### src/rtl/apb_reg_pkg.sv
// Shared constants and types for the APB register completer: address map, register indices, FSM states.
// Purely declarative; no latency or flow-control behaviour of its own.
package apb_reg_pkg;

    localparam int WS_W = 4;

    localparam logic [31:0] ADDR_NUMBER  = 32'h0000_0000;
    localparam logic [31:0] ADDR_DATE    = 32'h0000_0004;
    localparam logic [31:0] ADDR_SURNAME = 32'h0000_0008;
    localparam logic [31:0] ADDR_NAME    = 32'h0000_000C;
    localparam logic [31:0] ADDR_WRCNT   = 32'h0000_0010;

    typedef enum logic [2:0] {
        IDX_NUMBER  = 3'd0,
        IDX_DATE    = 3'd1,
        IDX_SURNAME = 3'd2,
        IDX_NAME    = 3'd3,
        IDX_WRCNT   = 3'd4
    } reg_idx_e;

    typedef enum logic [1:0] {
        ST_IDLE,
        ST_SETUP,
        ST_WAIT,
        ST_DONE
    } state_e;

    function automatic logic decode_err(input logic [31:0] addr, input logic wr);
        return (addr[1:0] != 2'b00) || (addr > ADDR_WRCNT) || (wr && (addr == ADDR_WRCNT));
    endfunction

    // Unmapped addresses fold to NUMBER; decode_err masks them before use.
    function automatic reg_idx_e addr_idx(input logic [31:0] addr);
        case (addr)
            ADDR_DATE:    return IDX_DATE;
            ADDR_SURNAME: return IDX_SURNAME;
            ADDR_NAME:    return IDX_NAME;
            ADDR_WRCNT:   return IDX_WRCNT;
            ADDR_NUMBER:  return IDX_NUMBER;
            default:      return IDX_NUMBER;
        endcase
    endfunction

endpackage

### src/rtl/apb_wait_cnt.sv
// Loadable down-counter with zero flag that paces APB wait states.
// Load wins over decrement; saturates at zero so a stray decrement is harmless.
module apb_wait_cnt
    import apb_reg_pkg::*;
(
    input  logic            clk,
    input  logic            rst_n,
    input  logic            load,
    input  logic [WS_W-1:0] load_val,
    input  logic            dec,
    output logic            zero
);

    logic [WS_W-1:0] cnt_q;

    always_ff @(posedge clk or negedge rst_n) begin
        if (!rst_n) begin
            cnt_q <= '0;
        end else if (load) begin
            cnt_q <= load_val;
        end else if (dec && (cnt_q != '0)) begin
            cnt_q <= cnt_q - 1'b1;
        end
    end

    assign zero = (cnt_q == '0);

endmodule

### src/rtl/apb_reg_completer.sv
// APB completer with four RW registers and a write counter; PREADY after WAIT_STATES low access cycles.
// Outputs registered; transfers abort when PSEL drops, and a new setup phase mid-wait restarts the transfer.
module apb_reg_completer #(
    parameter int WAIT_STATES = 1
) (
    input  logic        PCLK,
    input  logic        PRESETn,
    input  logic        PSEL,
    input  logic        PENABLE,
    input  logic        PWRITE,
    input  logic [31:0] PADDR,
    input  logic [31:0] PWDATA,
    input  logic [3:0]  PSTRB,
    output logic [31:0] PRDATA,
    output logic        PREADY,
    output logic        PSLVERR
);
    import apb_reg_pkg::*;

    // Counter holds wait cycles remaining after the first access cycle (spent in SETUP).
    localparam logic [WS_W-1:0] WS_LOAD   = (WAIT_STATES == 0) ? '0 : WS_W'(WAIT_STATES - 1);
    localparam logic            ZERO_WAIT = (WAIT_STATES == 0);

    state_e      state_q, state_d;
    reg_idx_e    idx_q, cur_idx;
    logic        write_q, err_q, cur_write, cur_err;
    logic [31:0] wdata_q;
    logic [3:0]  strb_q;
    logic [31:0] rw_q [4];
    logic [31:0] wrcnt_q;
    logic [31:0] rd_val;
    logic        setup_phase, latch, cnt_load, cnt_dec, cnt_zero, commit;

    assign setup_phase = PSEL && !PENABLE;

    apb_wait_cnt u_wait_cnt (
        .clk      (PCLK),
        .rst_n    (PRESETn),
        .load     (cnt_load),
        .load_val (WS_LOAD),
        .dec      (cnt_dec),
        .zero     (cnt_zero)
    );

    always_comb begin
        state_d  = state_q;
        latch    = 1'b0;
        cnt_load = 1'b0;
        cnt_dec  = 1'b0;
        commit   = 1'b0;
        unique case (state_q)
            ST_IDLE: begin
                if (setup_phase) latch = 1'b1;
            end
            ST_SETUP, ST_WAIT: begin
                if (!PSEL) begin
                    state_d = ST_IDLE;
                end else if (!PENABLE) begin
                    latch = 1'b1;
                end else if (cnt_zero) begin
                    state_d = ST_DONE;
                end else begin
                    state_d = ST_WAIT;
                    cnt_dec = 1'b1;
                end
            end
            ST_DONE: begin
                commit = PSEL && PENABLE && write_q && !err_q;
                if (setup_phase) latch = 1'b1;
                else             state_d = ST_IDLE;
            end
            default: state_d = ST_IDLE;
        endcase
        if (latch) begin
            state_d  = ZERO_WAIT ? ST_DONE : ST_SETUP;
            cnt_load = 1'b1;
        end
    end

    // A zero-wait transfer reaches DONE straight from the setup phase, so use live bus values then.
    always_comb begin
        cur_idx   = latch ? addr_idx(PADDR) : idx_q;
        cur_write = latch ? PWRITE : write_q;
        cur_err   = latch ? decode_err(PADDR, PWRITE) : err_q;
        rd_val    = '0;
        case (cur_idx)
            IDX_NUMBER:  rd_val = rw_q[0];
            IDX_DATE:    rd_val = rw_q[1];
            IDX_SURNAME: rd_val = rw_q[2];
            IDX_NAME:    rd_val = rw_q[3];
            IDX_WRCNT:   rd_val = wrcnt_q;
            default:     rd_val = '0;
        endcase
    end

    always_ff @(posedge PCLK or negedge PRESETn) begin
        if (!PRESETn) begin
            state_q <= ST_IDLE;
            idx_q   <= IDX_NUMBER;
            write_q <= 1'b0;
            err_q   <= 1'b0;
            wdata_q <= '0;
            strb_q  <= '0;
            wrcnt_q <= '0;
            for (int i = 0; i < 4; i++) rw_q[i] <= '0;
            PRDATA  <= '0;
            PREADY  <= 1'b0;
            PSLVERR <= 1'b0;
        end else begin
            state_q <= state_d;
            if (latch) begin
                idx_q   <= cur_idx;
                write_q <= cur_write;
                err_q   <= cur_err;
                wdata_q <= PWDATA;
                strb_q  <= PSTRB;
            end
            if (commit) begin
                wrcnt_q <= wrcnt_q + 32'd1;
                for (int b = 0; b < 4; b++) begin
                    if (strb_q[b]) rw_q[idx_q[1:0]][8*b +: 8] <= wdata_q[8*b +: 8];
                end
            end
            PREADY  <= (state_d == ST_DONE);
            PSLVERR <= (state_d == ST_DONE) && cur_err;
            PRDATA  <= ((state_d == ST_DONE) && !cur_write && !cur_err) ? rd_val : '0;
        end
    end

endmodule

### config.mk
export PLATFORM = sky130hd
export DESIGN_NAME = apb_reg_completer
export DESIGN_NICKNAME = d
export VERILOG_FILES = /design/src/rtl/apb_reg_pkg.sv /design/src/rtl/apb_wait_cnt.sv /design/src/rtl/apb_reg_completer.sv
export SDC_FILE = /design/constraint.sdc
export NUM_CORES = 1
export LEC_CHECK = 0
export ABC_AREA = 1
export CORE_UTILIZATION = 57
export CTS_CLUSTER_SIZE = 12
export DETAILED_ROUTE_END_ITERATION = 10
export HOLD_SLACK_MARGIN = 0.15
export PLACE_DENSITY = 0.85
export REMOVE_ABC_BUFFERS = 1
export SKIP_CTS_REPAIR_TIMING = 1
export SLEW_MARGIN = 20
export SYNTH_ARGS = -nofsm -noshare
export SYNTH_HDL_FRONTEND = slang
export SYNTH_SLANG_ARGS = --single-unit
### constraint.sdc
create_clock -name PCLK -period 2.6 [get_ports PCLK]
set_input_delay 0.52 -clock PCLK [delete_from_list [all_inputs] [get_ports PCLK]]
set_output_delay 0.52 -clock PCLK [all_outputs]
set_load 0.01 [all_outputs]
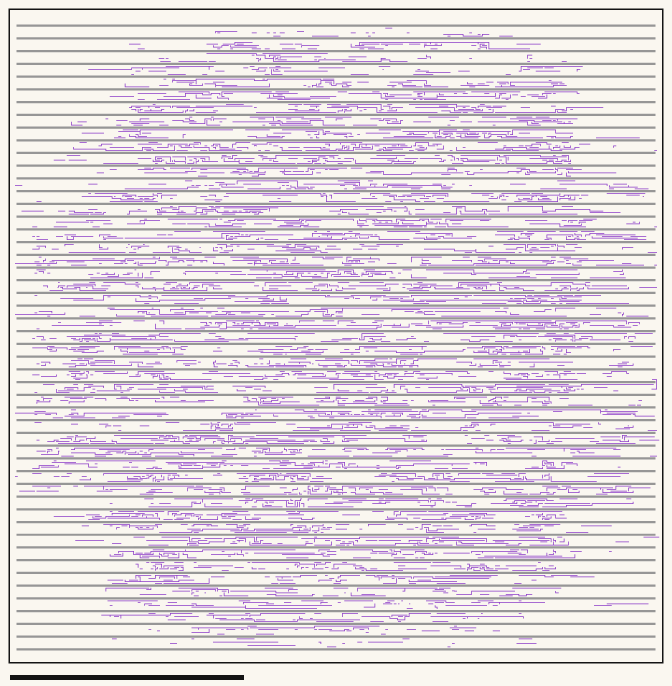
Run 1: the metal 1 layer
Bar = 50 um. Supply wires on this layer in grey.
nets with wire on the layer	1292
longest straight run	38.2 um
via count of the routed design: 9020
GR met1 Demand/Resource: 36.01%
Total Routed Length: 25560 um

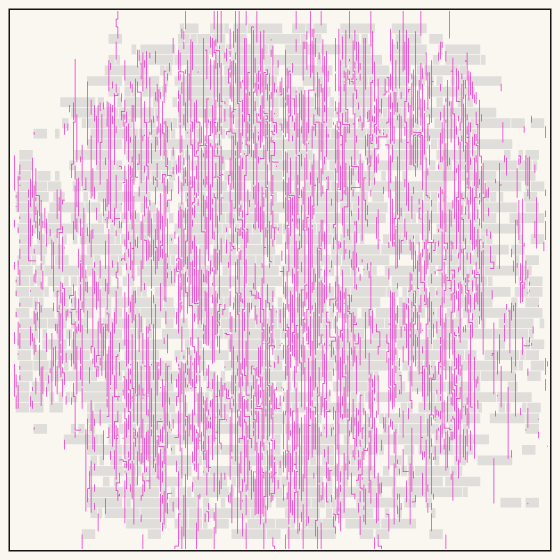
Run 1: met2 routing
Cells faint in the background.
wire length on this layer	12700 um
nets with wire on the layer	1159
longest straight run	42.5 um
share of all routed wire	50%

==> Table 3: Implementation characteristics, run 1 <==
Summary of implementation characteristics

Parameter                              Value

Drt
  Number of nets with antenna violations after routing    0
  Average via count per standard cell    5.630
  Drt wl/cell    15.96 um
  Remaining DRCs    0
  Number of optimization iterations in the first detailed-route pass    8
  DRC violation total after the first TritonRoute iteration    605

Layout
  Number of flip-flops under the largest register name    128
  Post-route standard cell area excluding fillers    13050 um^2
  Number of sequential cells    241
  ClkCell Share    5.477%
  Multi-input gate area    4096 um^2
  Layout-stage area growth over the synthesis result    21.29%
  Storage cell area    6031 um^2
  Inverters excl. clock    86
  Antenna cells    0
  Multi-input comb cells    849
  Largest cell class by area    flip-flops and latches
  Final-stage net count    1440
  # clk buffers    34
  Non-clock buffer area fraction after layout    12.20%
  Seq/total area    46.23%
  Most frequent cells in the layout    sky130_fd_sc_hd__nand2_1 (325), sky130_fd_sc_hd__dfrtp_1 (241), sky130_fd_sc_hd__o21ai_0 (168)
  Bufs w/o clock    159
  Number of filler cells placed in the layout    1256
  Post-route insts no fill    1602
  Fraction of layout instances using a drive strength above 1    9.468%
  Most flop-heavy register    rw_q
  Highest-count logic cell in the final layout    sky130_fd_sc_hd__nand2_1
  Proportion of cell area occupied by multi-input gates    31.40%

Place
  RePlAce Congestion    0.8635
  Port Buffers    106
  Setup WS pre-CTS    -0.06828 ns
  Cell Count Post-Placement    1563
  DP HPWL    16450 um
  Post-Place Cell Area    12320 um^2

CTS
  Clock latency of the later-clocked register in the worst-skew pair    0.51 ns
  CTS tree    done
  Root cell of the clock tree    sky130_fd_sc_hd__clkbuf_16
  Clock net sink count    241
  Reg clk slew, reported paths    0.06 ns
  Longest Clk Path Bufs    3
  CTS H-Tree Depth    1
  Number of buffers created by CTS    25

Power
  Sum of internal, switching and leakage power    7.845 mW
  PwrDens    601.4 nW/um^2
  Leak Pwr    6.158 nW
  Max IR drop VDD    0.0004491 V

Flow run
  Number of warnings the tools reported    27
  Maximum Capacitance Violations    0

Critical path
  Critical-path cell list    inv_1 > ha_1 > nand2_1 > inv_1 > nand2_1 > or2_1 > o21ai_0 > nand2_1 > nor3_2 > nand2_1 > buf_4 > a21oi_1
  Cell at the slowest stage of the critical path    sky130_fd_sc_hd__dfrtp_1
  Worst setup path category    flip-flop to flip-flop
  Data arrival at the endpoint of the critical path    2.80 ns
  Startpoint types    flip-flop
  Highest net fanout along the worst path    11
  Crit path top cell by count    sky130_fd_sc_hd__nand2_1
  Category of the worst setup path capture point    flip-flop
  Required time of the worst setup path    3.01 ns
  Max incr delay on CP    0.37 ns

Yosys
  Synthesis-stage register bit count    241
  Number of different library cells in the post-synthesis netlist    37
  Post-Syn Area per Cell    8.723 um^2
  Adder and majority gate portion of the synthesized area    0.5817%
  Cell count in the Yosys report    1233
  Cell types with the largest area share after synthesis    sky130_fd_sc_hd__dfrtp_1 (56%), sky130_fd_sc_hd__nand2_1 (11%), sky130_fd_sc_hd__o21ai_0 (7.8%)
  Mux area share    0%
  Synth Area in Compound Gates    9.563%
  Chip area estimate from yosys synthesis    10760 um^2
  Largest area contributor in the netlist    sky130_fd_sc_hd__dfrtp_1
  Xor and xnor fraction of the mapped netlist area    2.443%
  Yosys Warn Count    0
  Post-synthesis instance area    10760 um^2
  Max-area cell share    56.07%
  Fraction of the yosys area taken by sequential cells    56.07%
  Simple-Gate Fraction of Synth Area    25.41%
  Syn Inst Count    1233
  Comb area leader    simple AND/OR/NAND/NOR gates

Floorplanning
  Die Outline Area    19420 um^2
  Site row count    49
  Fp_density    59.07%
  Tap cell count    229
  Vertical die size    139.4 um
  Floorplan Core Area    18210 um^2
  Count of pins on the block boundary    107
  Chip width    139.4 um

Run status
  Outcome    finished clean

STA
  Number of hold-slack violations in the final timing report    0
  Final number of max-transition violations    0
  Worst Max-Slew Pin Slew    0.5664 ns
  Slack of the critical path    0.2121 ns
  Setup repair after global routing missed its margin    no
  Period Utilization, post-route    91.84%
  Clock skew    0.006675 ns
  Number of endpoints failing setup at the final stage    0
  Tmin final    2.388 ns
  Final Hold Slack    0.4774 ns
  Max frequency    418.8 MHz
  Remaining max-slew budget at the tightest pin    62.24%

Global routing
  Initial antenna violation count    0
  Number of global-route vias before repair    8919
  Pin count of the biggest net entering global routing    76
  Wire length of the first global-routing pass    43060 um
  Remaining Overflow, GRT    0
  Total routing usage reported by global routing    27.53%

Min path
  Hold/Removal Path Class    flip-flop to flip-flop
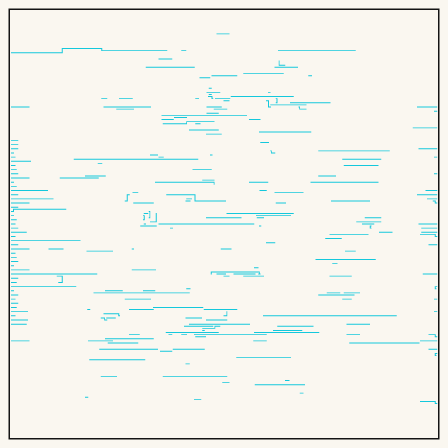
Run 1: signal wires on met3
main direction	horizontal
wire length on this layer	1600 um
nets with wire on the layer	164
longest straight run	43.2 um
share of all routed wire	6.3%
met3 global-route usage: 3.751%

[run 1: final timing paths]
kind / slack, ns / cells after the start / end / from
hold reg to reg: 0.48 / 1 / wrcnt_q[31] / wrcnt_q[31]
setup / recovery: 0.21 / 12 / PRDATA[1] / state_q[0]
hold / removal: 0.48 / 1 / wrcnt_q[31] / wrcnt_q[31]
min in group asynchronous: 0.56 / 2 / PRDATA[10] / PRESETn
max in group asynchronous: 1.17 / 3 / wdata_q[24] / PRESETn
setup reg to reg: 0.21 / 12 / PRDATA[1] / state_q[0]
[run 1: synthesized netlist by cell type (all sizes together)]
library cell    n
nand2         330
dfrtp         241
o21ai         170
nand3         164
nor2          103
inv            86
buf            32
clkbuf         25
xor2           21
a21oi          20
nor3           13
xnor2           9
nand4           7
ha              5
nor4            2
or2             2
nand3b          1
o21a            1
o22ai           1
[run 1: critical path, delay by kind of cell, from the launching register on]
kind | cells | cell delay [ns]
adders and majority gates | 1 | 0.31
and+or+nand+nor | 6 | 0.80
buffers and inverters | 3 | 0.33
AOI/OAI and AO/OA | 2 | 0.46
DFF | 1 | 0.37
[run 1: routing by layer]
| metal | GRT usage, % | routed length [um] | up-vias |
|---|---|---|---|
| met4 | 10.18 | 649 | 0 |
| met1 | 36.01 | 10620 | 4330 |
| met2 | 47.00 | 12690 | 379 |
| met5 | 0 | 0 | - |
| met3 | 3.751 | 1604 | 58 |
| li1 | - | - | 4253 |
[run 1: per-stage QoR]
step / TNS (ns) / utilization (%)
final: 0 / 71.64
after global routing: 0 / 71.64
after CTS: 0 / 71.59
after detailed placement: -0.2912 / 67.66
after global placement: 0 / 67.66
after floorplan: -61.11 / -
[run 1: power breakdown]
group	internal, mW	switching [mW]
Sequential	3.89	0.0651
Combinational	0.250	0.403
Clock	1.87	1.36
Run 1, track usage over the die:
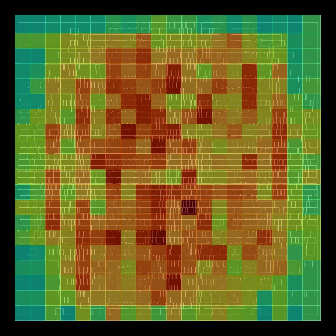

==> run 1 -> run 2 <==
==> constraint.sdc (replaced) <==
create_clock -name PCLK -period 2.6 [get_ports PCLK]
set_input_delay 0.52 -clock PCLK [delete_from_list [all_inputs] [get_ports PCLK]]
set_output_delay 0.52 -clock PCLK [all_outputs]
set_load 0.1 [all_outputs]
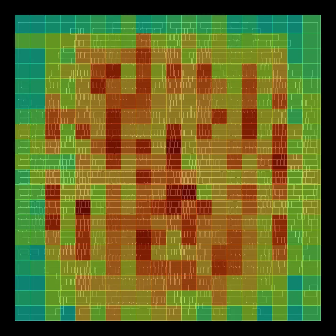
Run 2: track usage over the die
GR met1 Demand/Resource: 36.29%
met3 global-route usage: 3.613%
total routing usage reported by global routing: 26.71%
Post-Route Utilization: 70.91%

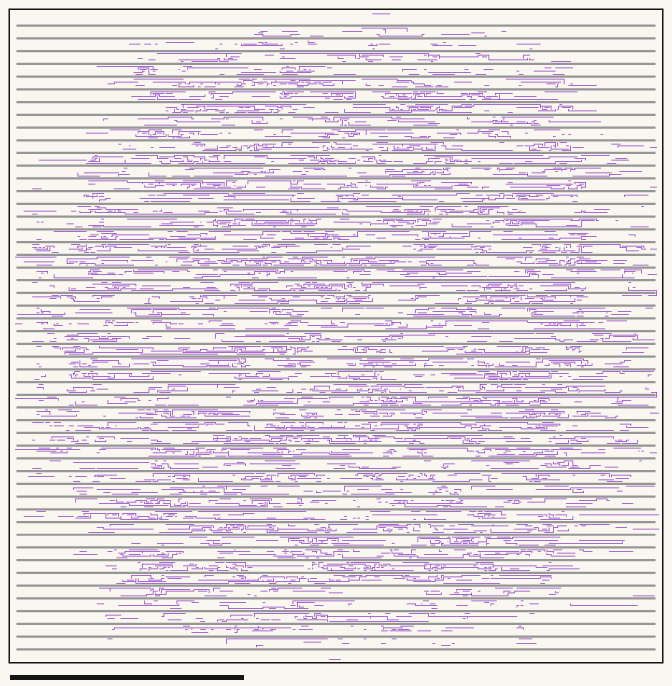
Run 2: the metal 1 layer
Bar = 50 um. Supply wires on this layer in grey.
longest straight run	43.2 um
main direction	horizontal
Total Routed Length: 24830 um
via count of the routed design: 8932

==> run 2 against run 1 <==
Net effect: sequential share of layout area grew 0.47 points; sequential power is essentially flat; critical path depth stayed put; die area unchanged; count of clock-buffer cells in the layout grew 2; area after synthesis is the same; register-to-register slack gained 0.09 ns; via count fell by 0.98%; non-clock buffer count fell by 6.
==> Table 3: Implementation characteristics, run 2 <==
Summary of implementation characteristics

Parameter                              Value

Floorplanning
  Fp_density    59.07%
  Chip width    139.4 um
  Site row count    49
  Floorplan Core Area    18210 um^2
  Die Outline Area    19420 um^2
  Count of pins on the block boundary    107
  Vertical die size    139.4 um

CTS
  CTS H-Tree Depth    1
  Clock latency of the later-clocked register in the worst-skew pair    0.51 ns
  Clock net sink count    241
  Longest Clk Path Bufs    3
  Reg clk slew, reported paths    0.06 ns
  Root cell of the clock tree    sky130_fd_sc_hd__clkbuf_16
  Number of buffers created by CTS    25
  CTS tree    done

Yosys
  Synthesis-stage register bit count    241
  Simple-Gate Fraction of Synth Area    25.41%
  Xor and xnor fraction of the mapped netlist area    2.443%
  Syn Inst Count    1233
  Post-Syn Area per Cell    8.723 um^2
  Fraction of the yosys area taken by sequential cells    56.07%
  Fraction of synthesis flops using an asynchronous set or reset pin    100.0%
  Number of enable flip-flop cells    0
  Comb area leader    simple AND/OR/NAND/NOR gates
  Synth Area in Compound Gates    9.563%
  Chip area estimate from yosys synthesis    10760 um^2
  Most frequent cell after synthesis    sky130_fd_sc_hd__nand2_1
  Mux area share    0%
  Cell count in the Yosys report    1233
  Largest area contributor in the netlist    sky130_fd_sc_hd__dfrtp_1
  Max-area cell share    56.07%
  Dominant flop cell    sky130_fd_sc_hd__dfrtp_1
  Adder and majority gate portion of the synthesized area    0.5817%
  Number of different library cells in the post-synthesis netlist    37
  Commonest cells in the netlist    sky130_fd_sc_hd__nand2_1 (327), sky130_fd_sc_hd__dfrtp_1 (241), sky130_fd_sc_hd__o21ai_0 (168)
  Cell types with the largest area share after synthesis    sky130_fd_sc_hd__dfrtp_1 (56%), sky130_fd_sc_hd__nand2_1 (11%), sky130_fd_sc_hd__o21ai_0 (7.8%)
  Yosys Warn Count    0
  Post-synthesis instance area    10760 um^2

Layout
  Multi-input gate area    4096 um^2
  Most frequent cells in the layout    sky130_fd_sc_hd__nand2_1 (325), sky130_fd_sc_hd__dfrtp_1 (241), sky130_fd_sc_hd__o21ai_0 (168)
  Storage cell area    6031 um^2
  Number of flip-flops under the largest register name    128
  Highest-count logic cell in the final layout    sky130_fd_sc_hd__nand2_1
  Number of filler cells placed in the layout    1333
  Most flop-heavy register    rw_q
  Antenna cells    0
  Final-stage net count    1434
  Layout-stage area growth over the synthesis result    20.06%
  Fraction of layout instances using a drive strength above 1    11.62%

Critical path
  Startpoint types    flip-flop
  Worst reg2reg startpoint    state_q[0]
  Cell family with the largest share of critical-path delay    simple AND/OR/NAND/NOR gates
  Worst R2R Setup Slack    0.30 ns
  R2r endpoint    PRDATA[10]
  Cell at the slowest stage of the critical path    sky130_fd_sc_hd__dfrtp_1
  Highest net fanout along the worst path    21
  Worst setup path category    flip-flop to flip-flop
  Category of the worst setup path capture point    flip-flop
  Endpoint of the worst setup timing path    PRDATA[10]
  Required time of the worst setup path    3.03 ns
  Max incr delay on CP    0.38 ns
  Critical path buffer and inverter count    3
  Worst reg2reg path depth    12
  Data arrival at the endpoint of the critical path    2.73 ns
  Crit path top cell by count    sky130_fd_sc_hd__nand2_1
  Critical-path cell list    inv_1 > ha_1 > nand2_1 > inv_1 > nand2_1 > or2_1 > o21ai_0 > nand2_1 > nor3_2 > nand2_1 > buf_4 > a21oi_2
  Origin of the worst setup path    state_q[0]

STA
  Remaining max-slew budget at the tightest pin    60.58%
  Setup repair after global routing missed its margin    no
  Clock skew    0.008966 ns
  Number of endpoints failing setup at the final stage    0
  Slack of the critical path    0.3011 ns
  Max frequency    435.0 MHz
  Final number of max-transition violations    0
  Final Hold Slack    0.4669 ns
  Period Utilization, post-route    88.42%
  Tmin final    2.299 ns
  Number of hold-slack violations in the final timing report    0
  Worst Max-Slew Pin Slew    0.5912 ns

Power
  Cell internal power dissipation    5.972 mW
  Share of total power consumed by net switching    23.51%
  Sequential cell fraction of total power    50.7%
  Sum of internal, switching and leakage power    7.808 mW
  Power share of the combinational group    8.4%
  Clock network power share    40.9%
  Net switching component of the power    1.835 mW
  PwrDens    604.7 nW/um^2
  Max IR drop VDD    0.0004740 V
  Leak Pwr    6.195 nW

Flow run
  Number of warnings the tools reported    27
  Maximum Capacitance Violations    0

Run status
  Outcome    finished clean

Drt
  Number of optimization iterations in the first detailed-route pass    5
  Remaining DRCs    0
  DRC violation total after the first TritonRoute iteration    787
  Drt wl/cell    15.55 um
  Number of nets with antenna violations after routing    0
  Average via count per standard cell    5.593

Place
  Setup WS pre-CTS    -0.04036 ns
  Port Buffers    106
  DP HPWL    16230 um
  RePlAce Congestion    0.8825

Min path
  Hold/Removal Path Class    flip-flop to flip-flop

Global routing
  Remaining Overflow, GRT    0
  Initial antenna violation count    0
  Wire length of the first global-routing pass    42300 um
  Number of global-route vias before repair    8785
  Pin count of the biggest net entering global routing    77
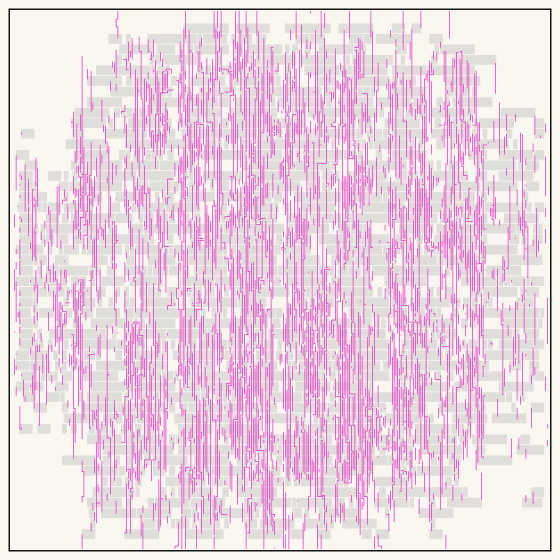
Run 2: met2 routing
Cells faint in the background.
main direction	vertical
longest straight run	37.2 um
wire length on this layer	12200 um
share of all routed wire	49%
nets with wire on the layer	1140
global-route track usage on met2: 44.25%

## run 2: cell counts after synthesis
Identical to the previous run, type by type.
## run 2: worst min-delay path by stage
stage | cells past startpoint | endpoint | from
after floorplan | 0 | PRDATA[0] | PRESETn
after global placement | 1 | u_wait_cnt.cnt_q[3] | u_wait_cnt.cnt_q[3]
after detailed placement | 1 | wrcnt_q[31] | wrcnt_q[31]
after CTS | 1 | rw_q[42] | PRESETn
after global routing | 1 | wrcnt_q[31] | wrcnt_q[31]
final | 1 | wrcnt_q[31] | wrcnt_q[31]
## run 2: through the flow
step / setup TNS, ns / cells / cell area [um^2]
2_1_floorplan: -61.11 / 1176 / 10440
3_3_place_gp: 0 / 1557 / 12190
3_5_place_dp: -0.1711 / 1557 / 12190
4_1_cts: 0 / 1596 / 12900
5_1_grt: 0 / 1597 / 12910
6_report: 0 / 1597 / 12910
## run 2: cell type report
type | count | area share (%)
multi-input combinational | 849 | 31.72
clock inverter | 3 | 0.1163
timing repair buffer | 153 | 11.32
inverter | 86 | 2.519
tap | 229 | 2.219
sequential | 241 | 46.71
clock buffer | 36 | 5.397
## run 2: power by group through the flow
stage / Combinational [mW] / Sequential [mW] / Clock (mW)
finish: 0.657 / 3.96 / 3.19
global route: 0.753 / 3.97 / 3.38
CTS: 0.663 / 3.96 / 3.23
detailed placement: 0.654 / 4.02 / 0
global placement: 0.629 / 4.02 / 0
floorplan: 0.309 / 4.03 / 0
## run 2: layer usage
| layer | vias to the layer above | wire length (um) | global-route usage (%) |
|---|---|---|---|
| met5 | - | 0 | 0 |
| met4 | 0 | 572 | 9.532 |
| met3 | 55 | 1621 | 3.613 |
| met2 | 339 | 12220 | 44.25 |
| met1 | 4295 | 10420 | 36.29 |
| li1 | 4243 | - | - |
Power is estimated from default activity; no workload was simulated.
